<file path="src/rtl/clk_1k_monitor.sv">
`default_nettype none
// +--------------------------------------------------------------------------+
// | Module   : clk_1k_monitor                                                |
// | Function : Measures period/high time of an async slow clock; lock/loss.  |
// | Revision : 1.0 - initial release                                         |
// +--------------------------------------------------------------------------+
module clk_1k_monitor #(
  parameter int NOMINAL_PERIOD = 100000,
  parameter int TOLERANCE      = 1000,
  parameter int LOCK_COUNT     = 4,
  parameter int TIMEOUT_CYCLES = 200000,
  parameter int CW             = $clog2(TIMEOUT_CYCLES + 1)
) (
  input  logic          clk_100M_i,
  input  logic          rst_i,
  input  logic          clk_1k_i,
  output logic          tick_o,
  output logic [CW-1:0] period_o,
  output logic [CW-1:0] high_o,
  output logic          period_valid_o,
  output logic          locked_o,
  output logic          timeout_o
);

  localparam int            c_GW      = $clog2(LOCK_COUNT + 1);
  localparam logic [CW-1:0] c_TIMEOUT = CW'(TIMEOUT_CYCLES);
  localparam logic [c_GW-1:0] c_LOCK  = c_GW'(LOCK_COUNT);
  // Window bounds held at 32 bits so the low bound cannot wrap below zero.
  localparam logic [31:0] c_LO = (NOMINAL_PERIOD >= TOLERANCE) ?
                                 32'(NOMINAL_PERIOD - TOLERANCE) : 32'd0;
  localparam logic [31:0] c_HI = 32'(NOMINAL_PERIOD + TOLERANCE);

  localparam logic [1:0] c_ST_ACQUIRE = 2'd0;
  localparam logic [1:0] c_ST_TRACK   = 2'd1;
  localparam logic [1:0] c_ST_LOCKED  = 2'd2;
  localparam logic [1:0] c_ST_LOST    = 2'd3;

  logic            r_sync1;
  logic            r_sync2;
  logic            r_hist;
  logic [CW-1:0]   r_cnt;
  logic [1:0]      r_state;
  logic [c_GW-1:0] r_good_cnt;
  logic [CW-1:0]   r_period;
  logic [CW-1:0]   r_high;
  logic            r_period_valid;
  logic            r_locked;
  logic            r_timeout;

  logic            w_rise;
  logic            w_fall;
  logic            w_timeout_hit;
  logic            w_good;
  logic [31:0]     w_cnt_ext;
  logic [c_GW-1:0] w_good_inc;
  logic [1:0]      w_state_next;
  logic [c_GW-1:0] w_good_next;
  logic            w_report;
  logic            w_high_load;
  logic            w_locked_next;
  logic            w_timeout_next;

  always_ff @(posedge clk_100M_i or posedge rst_i) begin
    if (rst_i) begin
      r_sync1 <= 1'b0;
      r_sync2 <= 1'b0;
      r_hist  <= 1'b0;
    end else begin
      r_sync1 <= clk_1k_i;
      r_sync2 <= r_sync1;
      r_hist  <= r_sync2;
    end
  end

  assign w_rise = r_sync2 & ~r_hist;
  assign w_fall = ~r_sync2 & r_hist;

  always_ff @(posedge clk_100M_i or posedge rst_i) begin
    if (rst_i) begin
      r_cnt <= '0;
    end else if (w_rise) begin
      r_cnt <= CW'(1);
    end else if (r_cnt != c_TIMEOUT) begin
      r_cnt <= r_cnt + 1'b1;
    end
  end

  // A saturated count means the true period is unknown, so it is never good.
  assign w_cnt_ext     = 32'(r_cnt);
  assign w_good        = (w_cnt_ext >= c_LO) && (w_cnt_ext <= c_HI) && (r_cnt != c_TIMEOUT);
  assign w_good_inc    = (r_good_cnt == c_LOCK) ? r_good_cnt : r_good_cnt + 1'b1;
  assign w_timeout_hit = (r_cnt == c_TIMEOUT) && !w_rise;

  // State register and registered outputs
  always_ff @(posedge clk_100M_i or posedge rst_i) begin
    if (rst_i) begin
      r_state        <= c_ST_ACQUIRE;
      r_good_cnt     <= '0;
      r_period       <= '0;
      r_high         <= '0;
      r_period_valid <= 1'b0;
      r_locked       <= 1'b0;
      r_timeout      <= 1'b0;
    end else begin
      r_state        <= w_state_next;
      r_good_cnt     <= w_good_next;
      r_period_valid <= w_report;
      r_locked       <= w_locked_next;
      r_timeout      <= w_timeout_next;
      if (w_report) begin
        r_period <= r_cnt;
      end
      if (w_high_load) begin
        r_high <= r_cnt;
      end
    end
  end

  // Next-state logic
  always_comb begin
    w_state_next = r_state;
    w_good_next  = r_good_cnt;
    w_report     = 1'b0;
    w_high_load  = 1'b0;
    case (r_state)
      c_ST_ACQUIRE: begin
        if (w_rise) begin
          w_state_next = c_ST_TRACK;
        end else if (w_timeout_hit) begin
          w_state_next = c_ST_LOST;
          w_good_next  = '0;
        end
      end
      c_ST_TRACK, c_ST_LOCKED: begin
        w_high_load = w_fall;
        if (w_rise) begin
          w_report = 1'b1;
          if (w_good) begin
            w_good_next = w_good_inc;
            if (w_good_inc == c_LOCK) begin
              w_state_next = c_ST_LOCKED;
            end
          end else begin
            w_good_next  = '0;
            w_state_next = c_ST_TRACK;
          end
        end else if (w_timeout_hit) begin
          w_state_next = c_ST_LOST;
          w_good_next  = '0;
        end
      end
      c_ST_LOST: begin
        w_high_load = w_fall;
        if (w_rise) begin
          w_state_next = c_ST_TRACK;
        end
      end
      default: begin
        w_state_next = c_ST_ACQUIRE;
        w_good_next  = '0;
      end
    endcase
  end

  // Output decode
  always_comb begin
    w_locked_next  = (w_state_next == c_ST_LOCKED);
    w_timeout_next = (w_state_next == c_ST_LOST);
  end

  assign tick_o         = w_rise;
  assign period_o       = r_period;
  assign high_o         = r_high;
  assign period_valid_o = r_period_valid;
  assign locked_o       = r_locked;
  assign timeout_o      = r_timeout;

endmodule
`default_nettype wire

</file>
<file path="config.mk">
export PLATFORM = sky130hd
export DESIGN_NAME = clk_1k_monitor
export DESIGN_NICKNAME = d
export VERILOG_FILES = /design/src/rtl/clk_1k_monitor.sv
export SDC_FILE = /design/constraint.sdc
export NUM_CORES = 1
export LEC_CHECK = 0
export CORE_MARGIN = 5
export CORE_UTILIZATION = 39
export CTS_CLUSTER_DIAMETER = 50
export CTS_CLUSTER_SIZE = 30
export DETAILED_ROUTE_END_ITERATION = 8
export PLACE_DENSITY_LB_ADDON = 0.25
export SLEW_MARGIN = 20
export SYNTH_ARGS = -nofsm -noshare
export SYNTH_HDL_FRONTEND = slang
export SYNTH_SLANG_ARGS = --single-unit
export TNS_END_PERCENT = 20
</file>
<file path="constraint.sdc">
create_clock -name clk_100M_i -period 4.4 [get_ports clk_100M_i]
set_input_delay 0.66 -clock clk_100M_i [delete_from_list [all_inputs] [get_ports clk_100M_i]]
set_output_delay 0.66 -clock clk_100M_i [all_outputs]
set_load 0.05 [all_outputs]
</file>
==> run_1/m1.png <==
Cells faint in the background.
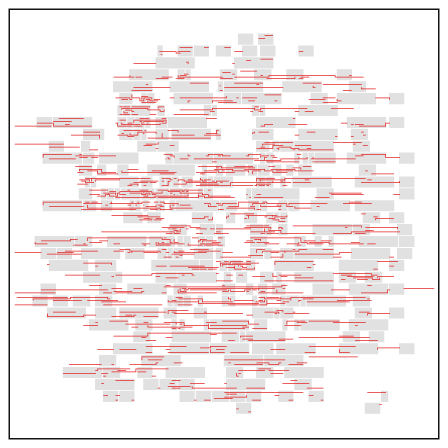
wire length on this layer: 2,710 µm
share of all routed wire: 46%
M1 GR Usage: 16.9%
total number of vias: 2,122
Post-Route WL: 5910 µm

==> run_1/m2.png <==
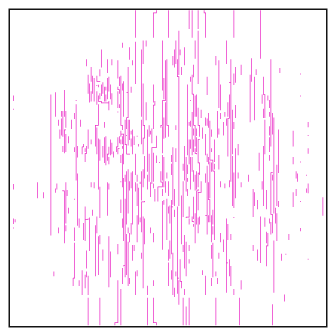
main direction: vertical
nets with wire on the layer: 277
wire length on this layer: 2,820 µm
longest straight run: 43.5 µm
global-route track usage on met2: 20.9%

==> run_1/m3.png <==
Cells faint in the background.
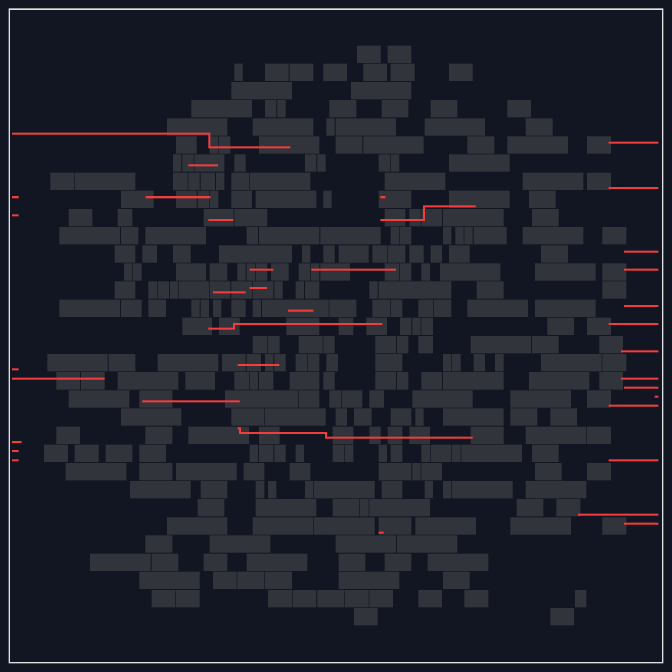
share of all routed wire: 4.9%
nets with wire on the layer: 29
longest straight run: 29.4 µm
wire length on this layer: 287 µm
main direction: horizontal
global-route met3 utilization: 4.07%

==> qor.log, run 1 <==
[logic_synthesis] Syn Nets 275
[logic_synthesis] XOR/XNOR Area Share 3.79%
[clock_network] number of clock buffers inserted by TritonCTS 9
[worst_setup_path] ordered cell list for the critical path nand2b_1, inv_1, clkdlybuf4s50_1
[logic_synthesis] yosys-reported design area after synthesis 0.00300 mm²
[worst_setup_path] longest individual stage delay on the worst path 930 ps
[placement] placer congestion estimate 0.865
[clock_network] H-tree depth 3
[power_and_ir_drop] fraction of power consumed by sequential logic 43.0%
[logic_synthesis] ranking of synthesized cells by area sky130_fd_sc_hd__dfrtp_1, sky130_fd_sc_hd__mux2_2, sky130_fd_sc_hd__ha_1
[final_timing] total negative setup slack 0 ps
[detailed_routing] starting DRC count in detailed routing 86
[worst_setup_path] Worst Setup End Kind output pin
[layout] final cell count without fillers 413
[logic_synthesis] post-synthesis cell type count 46
[grt] aggregate global-route resource usage 13.2%
[clock_network] clock tree from TritonCTS yes
[clock_network] total clock sinks 65
[detailed_routing] Avg Vias per Cell 5.14
[placement] Setup WS pre-CTS 1640 ps
[power_and_ir_drop] power after layout 1.59 mW
[logic_synthesis] sequential share of the synthesized area 54.1%
[logic_synthesis] dominant register cell sky130_fd_sc_hd__dfrtp_1
[power_and_ir_drop] switching power share of the total 27.6%
[final_timing] Final Setup Violations 0
[logic_synthesis] ys flops 65
[logic_synthesis] Max-area cell share 54.1%
[final_timing] RSZ-0062 raised after global routing false
[logic_synthesis] number of enable flip-flop cells 0
[grt] grt ovf 0
[detailed_routing] WL/cell 14.3 µm
[final_timing] max frequency 321 MHz
[power_and_ir_drop] reported sequential group power 0.685 mW
[min_path] path class of the lowest-slack min-delay path flop to flop
[floorplan] Chip Height 97.8 µm
[final_timing] worst-case clock skew 6.69 ps
[logic_synthesis] most instantiated library cell after synthesis sky130_fd_sc_hd__dfrtp_1
[detailed_routing] 1st-pass router iterations 4
[logic_synthesis] mean area per synthesized cell 11.3 µm²
[logic_synthesis] largest family of logic cells by area simple AND/OR/NAND/NOR gates
[power_and_ir_drop] Power Clock 0.628 mW
[layout] antenna fix cells 0
[final_timing] final worst path period need 3120 ps
[floorplan] initial core utilization 39.5%
[logic_synthesis] yosys cell count 265
[layout] synthesis-to-layout area growth 25.5%
[clock_network] Clk Tree Root Cell sky130_fd_sc_hd__clkbuf_8
[final_timing] worst-margin pin slew 856 ps
[logic_synthesis] Warnings, synthesis 0
[worst_setup_path] Arrival @ worst endpoint 2460 ps
[layout] NumNets Final 316
[logic_synthesis] adder-cell share of the synthesized area 2.92%
[min_path] start point of the worst min-delay path r_sync1$_DFF_PP0_
[power_and_ir_drop] Combinational Power Share 17.5%
[worst_setup_path] crit-path max FO 22
[grt] maximum number of pins on one net before global-route repair 48
[floorplan] overall chip area 0.00956 mm²
[final_timing] share of the cycle needed by the critical path after routing 70.9%
[logic_synthesis] synthesized-area fraction occupied by ao, oa, aoi and oai cells 9.16%
[final_timing] Slew Viols, Final 0
[final_timing] Worst Setup Slack, final 1280 ps
[power_and_ir_drop] cell leakage power 1.72 nW
[logic_synthesis] fraction of synthesis flops using an asynchronous set or reset pin 100%
[power_and_ir_drop] Max VDD drop 0.237 mV
[worst_setup_path] reg-to-reg startpoint r_hist$_DFF_PP0_
[power_and_ir_drop] Int Pwr 1.15 mW
[worst_setup_path] classification of the worst setup path flop to output pin
[clock_network] clock latency on the worst-skew pair 340 ps
[power_and_ir_drop] P_comb 0.278 mW
[worst_setup_path] data required time of the worst path 3740 ps
[detailed_routing] # DRC 0
[placement] final HPWL from detailed placement 4050 µm
[min_path] Endpoint, Worst Hold r_sync2$_DFF_PP0_
[worst_setup_path] Critical Path Start Type flop
[worst_setup_path] R2R setup slack 1940 ps
[flow_run] total tool warning count 30
[final_timing] Worst slew margin 42.8%
[logic_synthesis] cell taking the most area after synthesis sky130_fd_sc_hd__dfrtp_1
[layout] post-route cell area 0.00377 mm²
[floorplan] Floorplan Core Area 0.00761 mm²
[clock_network] clock-pin slew on the worst setup and hold paths 70 ps
[clock_network] number of hold buffers added after cts 0
[layout] share of layout cells above drive strength 1 19.3%
[grt] initial antenna violation count 0
[placement] dpl cells 397
[floorplan] floorplan row count 32
[worst_setup_path] last element of the critical path tick_o
[clock_network] post-CTS sizing 0
[logic_synthesis] total standard cell area after synthesis 0.00300 mm²
[clock_network] post-CTS setup buffer count 0
[worst_setup_path] count of cells along the worst register-to-register path 7
[logic_synthesis] simple-gate share of the synthesized area 14.4%
[power_and_ir_drop] Top Consumer sequential cells
[logic_synthesis] mux contribution to synthesized area 12.0%
[min_path] cell depth of the worst min-delay path 0
[power_and_ir_drop] portion of total power attributed to the clock network 39.5%
[logic_synthesis] top cells by count sky130_fd_sc_hd__dfrtp_1, sky130_fd_sc_hd__mux2_2, sky130_fd_sc_hd__nand2_1, sky130_fd_sc_hd__nor2_1
[placement] port bufs 42
[power_and_ir_drop] power density over the cells 422 mW/mm²
[power_and_ir_drop] net switching power 0.438 mW
[worst_setup_path] FF-to-FF End timeout_o$_DFF_PP0_
[floorplan] die span in x 97.8 µm
[layout] end-of-flow core utilization 49.6%
[clock_network] maximum buffer depth of the clock tree 2
[final_timing] final-report hold violation count 0
[status] run status complete, no violations
[logic_synthesis] post-synthesis instance total 265
[placement] placed instance area 0.00352 mm²
[detailed_routing] residual antenna-violating net count after detailed routing 0
[flow_run] tally of max-capacitance violations 0
[grt] vias in the first global route 2,094
[grt] wire length of the first global-routing pass 10,100 µm
[worst_setup_path] Critical Path Source r_hist$_DFF_PP0_
[worst_setup_path] Critical-path top delay cell sky130_fd_sc_hd__clkdlybuf4s50_1
[floorplan] Boundary Pins 43
[final_timing] worst hold margin 349 ps
[run 1: registers in the layout, summed over array words and instances, names as in the netlist]
signal / flops
r_hist: 1
locked_o: 1
high_o: 18
r_sync1: 1
period_valid_o: 1
r_good_cnt: 3
r_state: 2
period_o: 18
r_cnt: 18
timeout_o: 1
r_sync2: 1
[run 1: layout by cell type (no fill, tap or decap), drive strengths merged, types with 2 or more instances in the layout]
master,netlist,final
nand3b,2,2
nand2,19,19
ha,7,7
nand4,4,4
inv,12,11
a22o,2,2
bufinv,0,3
and3,3,3
or2,2,2
clkdlybuf4s50,0,42
mux2,32,32
a31o,2,2
nand3,13,13
nor3b,2,2
clkinv,0,2
xnor2,4,4
o21ai,8,8
nor2,19,19
or3,4,4
nand2b,3,3
buf,2,3
nor3,2,2
a21oi,13,13
dfrtp,65,65
xor2,9,9
o21a,2,2
clkbuf,13,12
[run 1: critical path, delay by kind of cell (launching register included)]
kind	cells	cell delay, ps
AND/OR/NAND/NOR	1	250
flip-flops	1	370
buffers and inverters	2	1490
[run 1: kinds of logic after synthesis]
family	Yosys count
xor+xnor	13
simple gates	82
compound gates	39
fa+ha+maj	7
mux	32
flops	65
buf+inv	27
[run 1: area by class of cell]
type | count | area [µm²]
Clock buffer | 12 | 155
Multi-Input combinational cell | 173 | 1270
Clock inverter | 4 | 98.8
Timing Repair Buffer | 45 | 443
Fill cell | 718 | 3840
Inverter | 12 | 46.3
Sequential cell | 65 | 1630
Tap cell | 102 | 128
[run 1: routing by layer]
metal | vias up | GRT usage, % | wire length [µm]
met5 | - | 0 | 0
met4 | 0 | 5.64 | 94
met3 | 10 | 4.07 | 286
met2 | 44 | 20.9 | 2820
met1 | 1047 | 16.9 | 2710
li1 | 1021 | - | -
==> run_1/congestion_map.png <==
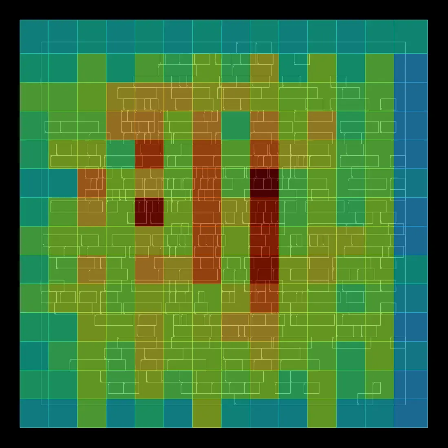

==> run 2, diff against run 1 <==
==> constraint.sdc (replaced) <==
create_clock -name clk_100M_i -period 2.75 [get_ports clk_100M_i]
set_input_delay 0.4125 -clock clk_100M_i [delete_from_list [all_inputs] [get_ports clk_100M_i]]
set_output_delay 0.4125 -clock clk_100M_i [all_outputs]
set_load 0.05 [all_outputs]
==> run_2/congestion_map.png <==
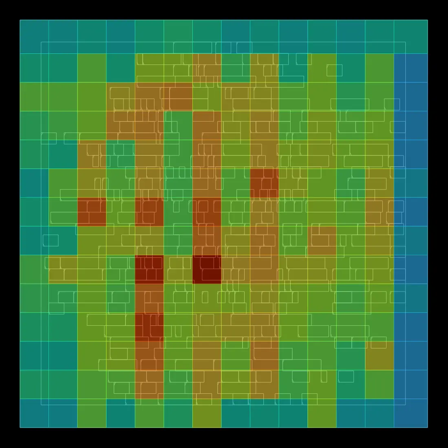
global-route track usage on met2: 21.5%
end-of-flow core utilization: 49.3%
WL/cell: 14.3 µm
M1 GR Usage: 17.9%
gr busiest metal: met2

==> run_2/m1.png <==
Cells faint in the background.
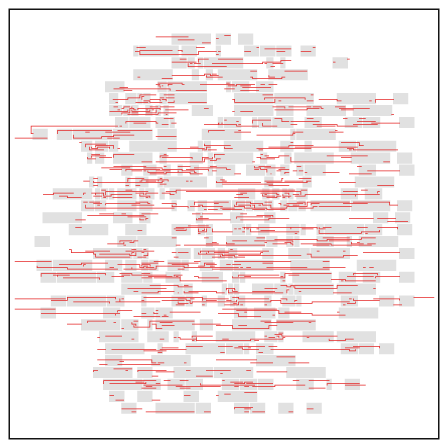
share of all routed wire: 48%
longest straight run: 27.1 µm
wire length on this layer: 2,870 µm
Post-Route WL: 5960 µm
total number of vias: 2,093

==> qor.log, run 2 <==
[worst_setup_path] Critical Path Start Type flop
[logic_synthesis] total standard cell area after synthesis 0.00300 mm² [unchanged]
[logic_synthesis] Warnings, synthesis 0 [unchanged]
[power_and_ir_drop] switching power share of the total 29.2% [+1.6 points]
[detailed_routing] # DRC 0 [unchanged]
[final_timing] worst hold margin 347 ps [-1.82 ps]
[clock_network] clock-pin slew on the worst setup and hold paths 60 ps [about the same]
[layout] post-route cell area 0.00375 mm² [-0.46%]
[placement] final HPWL from detailed placement 4220 µm [+4.2%]
[detailed_routing] Avg Vias per Cell 5.03 [-2.1%]
[logic_synthesis] mean area per synthesized cell 11.3 µm² [unchanged]
[worst_setup_path] Worst Setup End Kind flop
[worst_setup_path] R2R setup slack 360 ps [-1580 ps]
[final_timing] total negative setup slack 0 ps [unchanged]
[logic_synthesis] yosys-reported design area after synthesis 0.00300 mm² [unchanged]
[logic_synthesis] top cells by count sky130_fd_sc_hd__dfrtp_1, sky130_fd_sc_hd__mux2_2, sky130_fd_sc_hd__nand2_1, sky130_fd_sc_hd__nor2_1
[power_and_ir_drop] portion of total power attributed to the clock network 33.8% [-5.7 points]
[grt] aggregate global-route resource usage 13.7% [+0.46 points]
[layout] most frequent logic cells in the routed design sky130_fd_sc_hd__dfrtp_1, sky130_fd_sc_hd__clkdlybuf4s50_1, sky130_fd_sc_hd__mux2_2, sky130_fd_sc_hd__nand2_1, sky130_fd_sc_hd__nor2_1
[logic_synthesis] cell taking the most area after synthesis sky130_fd_sc_hd__dfrtp_1
[worst_setup_path] Arrival @ worst endpoint 2660 ps [+200 ps]
[power_and_ir_drop] Power Clock 0.791 mW [+26%]
[placement] placer congestion estimate 0.856 [-1.1%]
[logic_synthesis] number of enable flip-flop cells 0 [unchanged]
[worst_setup_path] FF-to-FF End timeout_o$_DFF_PP0_
[placement] dpl cells 401 [+1.0%]
[worst_setup_path] crit-path max FO 8 [-64%]
[worst_setup_path] ordered cell list for the critical path or3_1, or4_4, a2111oi_4, o21a_1, a22o_1
[floorplan] Boundary Pins 43 [unchanged]
[layout] NumNets Final 320 [+1.3%]
[worst_setup_path] count of buffering cells on the critical path with inverters included 0 [-2]
[status] run status complete, no violations
[logic_synthesis] Max-area cell share 54.1% [unchanged]
[final_timing] max frequency 419 MHz
[power_and_ir_drop] Combinational Power Share 20.0% [+2.5 points]
[detailed_routing] 1st-pass router iterations 4 [unchanged]
[floorplan] die span in x 97.8 µm [unchanged]
[worst_setup_path] path length in cells of the critical path 5 [+2]
[clock_network] number of clock buffers inserted by TritonCTS 9 [unchanged]
[worst_setup_path] reg-to-reg startpoint r_cnt[4]$_DFFE_PP0N_
[worst_setup_path] Top Family by Delay on Critical Path simple AND/OR/NAND/NOR gates
[power_and_ir_drop] net switching power 0.684 mW [+56%]
[floorplan] floorplan row count 32 [unchanged]
[final_timing] final worst path period need 2390 ps
[logic_synthesis] ys flops 65 [unchanged]
[clock_network] H-tree depth 3 [unchanged]
[power_and_ir_drop] Int Pwr 1.66 mW [+44%]
[final_timing] Worst Setup Slack, final 362 ps [-920 ps]
[floorplan] Chip Height 97.8 µm [unchanged]
[grt] initial antenna violation count 0 [unchanged]
[power_and_ir_drop] Max VDD drop 0.207 mV [-13%]
[final_timing] final-report hold violation count 0 [unchanged]
[worst_setup_path] count of cells along the worst register-to-register path 5 [-2]
[logic_synthesis] fraction of synthesis flops using an asynchronous set or reset pin 100% [unchanged]
[final_timing] worst-margin pin slew 589 ps [-267 ps]
[layout] antenna fix cells 0 [unchanged]
[flow_run] total tool warning count 30 [unchanged]
[power_and_ir_drop] Top Consumer sequential cells
[logic_synthesis] most instantiated library cell after synthesis sky130_fd_sc_hd__dfrtp_1
[final_timing] Final Setup Violations 0 [unchanged]
[detailed_routing] residual antenna-violating net count after detailed routing 0 [unchanged]
[power_and_ir_drop] fraction of power consumed by sequential logic 46.2% [+3.2 points]
[layout] filler cell count in the final layout 706 [-1.7%]
[logic_synthesis] Syn Nets 275 [unchanged]
==> run 2: cell types whose count changed in the layout (fill, tap and decap cells not counted), sizes merged <==
cell / before / now
buf: 3 / 7
bufinv: 3 / 1
inv: 11 / 12
==> run 2: layout make-up <==
type                       instances  area [µm²]  share of cell area [%]
clock buffer                      12         155                    4.13
clock inverter                     3        40.0                    1.07
inverter                          12        45.0                    1.20
multi-input combinational        173        1270                    33.9
sequential                        65        1630                    43.3
tap                              102         128                    3.40
timing repair buffer              49         485                    12.9
==> run 2: worst min path at each step <==
stage | from | end | slack (ps) | depth (start not counted)
2_1_floorplan | r_sync1$_DFF_PP0_ | r_sync2$_DFF_PP0_ | 330 | 0
3_3_place_gp | r_sync1$_DFF_PP0_ | r_sync2$_DFF_PP0_ | 330 | 0
3_5_place_dp | r_sync1$_DFF_PP0_ | r_sync2$_DFF_PP0_ | 340 | 0
4_1_cts | r_sync1$_DFF_PP0_ | r_sync2$_DFF_PP0_ | 350 | 0
5_1_grt | r_sync1$_DFF_PP0_ | r_sync2$_DFF_PP0_ | 370 | 0
6_report | r_sync1$_DFF_PP0_ | r_sync2$_DFF_PP0_ | 350 | 0
==> run 2: cell families (layout without fill, tap and decap cells) <==
logic type | after synthesis | after routing | synth area share, %
compound gates | 39 | 39 | 9.16
xor+xnor | 13 | 13 | 3.79
fa+ha+maj | 7 | 7 | 2.92
buf+inv | 27 | 76 | 3.62
flops | 65 | 65 | 54.1
mux | 32 | 32 | 12.0
simple gates | 82 | 82 | 14.4
==> run 2: layer usage <==
metal  share of wire, %  wire length (µm)
met5                  0                 0
met1                 48              2870
met4                1.5                91
met2                 46              2730
met3                4.5               265
==> run_2/m2.png <==
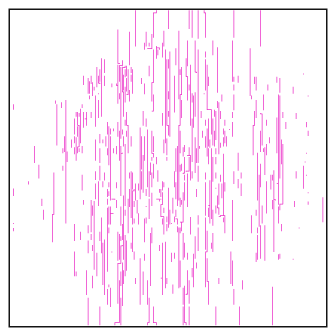

==> run 3, diff against run 2 <==
--- a/config.mk
+++ b/config.mk
@@ -5,6 +5,7 @@
 export SDC_FILE = /design/constraint.sdc
 export NUM_CORES = 1
 export LEC_CHECK = 0
+export CAP_MARGIN = 20
 export CORE_MARGIN = 5
 export CORE_UTILIZATION = 39
 export CTS_CLUSTER_DIAMETER = 50
==> constraint.sdc (replaced) <==
create_clock -name clk_100M_i -period 2.55 [get_ports clk_100M_i]
set_input_delay 0.3825 -clock clk_100M_i [delete_from_list [all_inputs] [get_ports clk_100M_i]]
set_output_delay 0.3825 -clock clk_100M_i [all_outputs]
set_load 0.05 [all_outputs]
==> run_3/m2.png <==
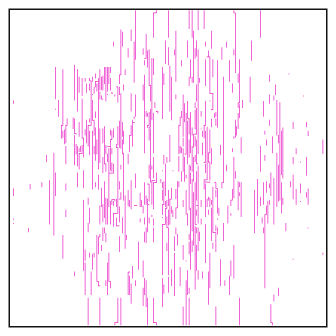
nets with wire on the layer: 274
share of all routed wire: 46%
longest straight run: 32.6 µm
main direction: vertical
global-route track usage on met2: 20.8%
total number of vias: 2,154
Post-Route WL: 6180 µm

==> run_3/m3.png <==
Cells faint in the background.
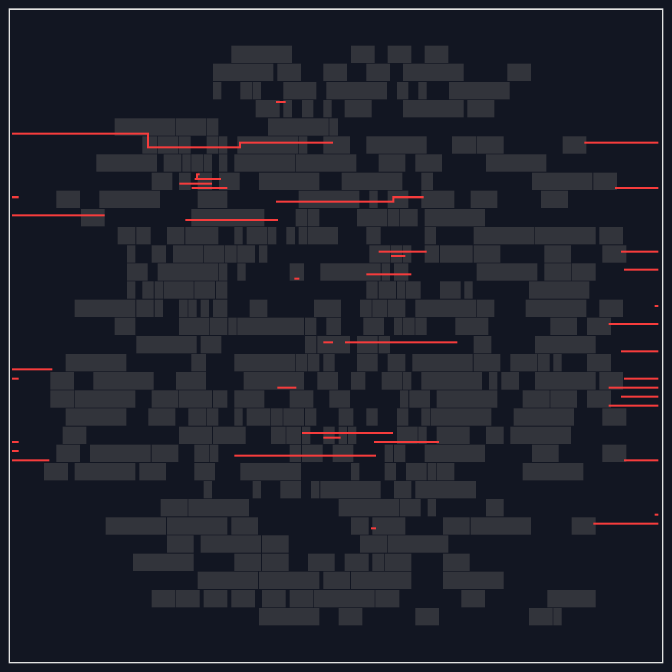
share of all routed wire: 4.7%
main direction: horizontal
wire length on this layer: 290 µm
nets with wire on the layer: 32
global-route met3 utilization: 4.43%

==> qor.log, run 3 <==
[status] run status complete, no violations
[placement] dpl cells 407 [+1.5%]
[grt] M1 GR Usage 19.0% [+1.1 points]
[logic_synthesis] number of enable flip-flop cells 0 [unchanged]
[layout] antenna fix cells 0 [unchanged]
[detailed_routing] total met3 wirelength after detailed routing 289 µm [+9.1%]
[worst_setup_path] FF-to-FF End timeout_o$_DFF_PP0_
[power_and_ir_drop] Combinational Power Share 20.1% [about the same]
[layout] post-route cell area 0.00380 mm² [+1.1%]
[detailed_routing] routed length on met1 2950 µm [+3.0%]
[clock_network] H-tree depth 3 [unchanged]
[flow_run] total tool warning count 30 [unchanged]
[floorplan] floorplan row count 32 [unchanged]
[final_timing] Final Setup Violations 0 [unchanged]
[power_and_ir_drop] Max VDD drop 0.270 mV [+30%]
[worst_setup_path] crit-path max FO 7 [-1]
[worst_setup_path] reg-to-reg startpoint r_cnt[17]$_DFFE_PP0N_
[floorplan] Floorplan Core Area 0.00761 mm²
[logic_synthesis] yosys-reported design area after synthesis 0.00300 mm² [unchanged]
[clock_network] clock-pin slew on the worst setup and hold paths 70 ps [about the same]
[worst_setup_path] count of buffering cells on the critical path with inverters included 0 [unchanged]
[detailed_routing] 1st-pass router iterations 5 [+1]
[final_timing] worst hold margin 352 ps [+5.09 ps]
[logic_synthesis] Syn Nets 275 [unchanged]
[logic_synthesis] ys flops 65 [unchanged]
[detailed_routing] residual antenna-violating net count after detailed routing 0 [unchanged]
[worst_setup_path] count of cells along the worst register-to-register path 6 [+1]
[logic_synthesis] Max-area cell share 54.1% [unchanged]
[worst_setup_path] Critical Path Start Type flop
[worst_setup_path] Arrival @ worst endpoint 2700 ps [+40 ps]
[power_and_ir_drop] fraction of power consumed by sequential logic 45.8% [-0.4 points]
[floorplan] Chip Height 97.8 µm [unchanged]
[floorplan] die span in x 97.8 µm [unchanged]
[logic_synthesis] top cells by count sky130_fd_sc_hd__dfrtp_1, sky130_fd_sc_hd__mux2_2, sky130_fd_sc_hd__nand2_1, sky130_fd_sc_hd__nor2_1
[logic_synthesis] cell taking the most area after synthesis sky130_fd_sc_hd__dfrtp_1
[floorplan] Boundary Pins 43 [unchanged]
[power_and_ir_drop] switching power share of the total 29.5% [+0.35 points]
[worst_setup_path] Top Family by Delay on Critical Path simple AND/OR/NAND/NOR gates
[placement] final HPWL from detailed placement 4210 µm [-0.45%]
[detailed_routing] Avg Vias per Cell 5.10 [+1.5%]
[placement] placer congestion estimate 0.830 [-3.0%]
[final_timing] max frequency 412 MHz [-1.6%]
[clock_network] maximum buffer depth of the clock tree 2
[final_timing] final-report hold violation count 0 [unchanged]
[grt] initial antenna violation count 0 [unchanged]
[min_path] start point of the worst min-delay path r_sync1$_DFF_PP0_
[min_path] cell depth of the worst min-delay path 0 [unchanged]
[logic_synthesis] fraction of synthesis flops using an asynchronous set or reset pin 100% [unchanged]
[detailed_routing] # DRC 0 [unchanged]
[power_and_ir_drop] Int Pwr 1.79 mW [+8.0%]
[power_and_ir_drop] net switching power 0.751 mW [+9.8%]
[logic_synthesis] total standard cell area after synthesis 0.00300 mm² [unchanged]
[grt] gr busiest metal met2
[worst_setup_path] ordered cell list for the critical path and4bb_2, nand3_1, or4_4, a2111oi_4, o21a_1, a22o_1
[final_timing] worst-case clock skew 5.91 ps
[logic_synthesis] mean area per synthesized cell 11.3 µm² [unchanged]
[grt] aggregate global-route resource usage 14.0% [+0.27 points]
[worst_setup_path] R2R setup slack 120 ps [-240 ps]
[final_timing] worst-margin pin slew 501 ps [-87.5 ps]
[worst_setup_path] Worst Setup End Kind flop
[logic_synthesis] Warnings, synthesis 0 [unchanged]
[clock_network] number of clock buffers inserted by TritonCTS 9 [unchanged]
[min_path] Endpoint, Worst Hold r_sync2$_DFF_PP0_
[clock_network] total clock sinks 65
[detailed_routing] Max Used Layer met4
[final_timing] Worst Setup Slack, final 124 ps [-238 ps]
run 3: final cells by class:
class / instances / area (µm²)
clock buffers: 12 / 155
flip-flops and latches: 65 / 1630
fillers: 721 / 3810
well taps: 102 / 128
inverters: 12 / 45.0
repair buffers: 55 / 528
multi-input cells: 173 / 1270
clock inverters: 3 / 40.0
run 3: power by group through the flow:
stage | combinational, mW | clock [mW] | sequential [mW]
floorplan | 0.174 | 0 | 1.35
global placement | 0.514 | 0 | 1.18
detailed placement | 0.516 | 0 | 1.19
CTS | 0.517 | 0.893 | 1.17
global route | 0.543 | 0.948 | 1.18
finish | 0.511 | 0.866 | 1.17
run 3: worst max path at each step:
| stage | from | slack (ps) | cells past startpoint | endpoint |
|---|---|---|---|---|
| after floorplan | r_cnt[4]$_DFFE_PP0N_ | 330 | 6 | timeout_o$_DFF_PP0_ |
| after global placement | r_cnt[2]$_DFFE_PP0N_ | 220 | 5 | timeout_o$_DFF_PP0_ |
| after detailed placement | r_cnt[14]$_DFFE_PP0N_ | 170 | 6 | timeout_o$_DFF_PP0_ |
| after CTS | r_cnt[14]$_DFFE_PP0N_ | 140 | 6 | timeout_o$_DFF_PP0_ |
| after global routing | r_cnt[2]$_DFFE_PP0N_ | 20 | 5 | timeout_o$_DFF_PP0_ |
| final | r_cnt[17]$_DFFE_PP0N_ | 120 | 6 | timeout_o$_DFF_PP0_ |
run 3: cells by family (layout without fill, tap and decap cells):
family / count (synthesis) / in the layout / synth area share [%]
xor gates and xnor gates: 13 / 13 / 3.79
muxes: 32 / 32 / 12.0
adders and majority gates: 7 / 7 / 2.92
and+or+nand+nor: 82 / 82 / 14.4
AOI/OAI and AO/OA: 39 / 39 / 9.16
DFF: 65 / 65 / 54.1
buffers and inverters: 27 / 82 / 3.62
Power and IR drop assume default switching activity.
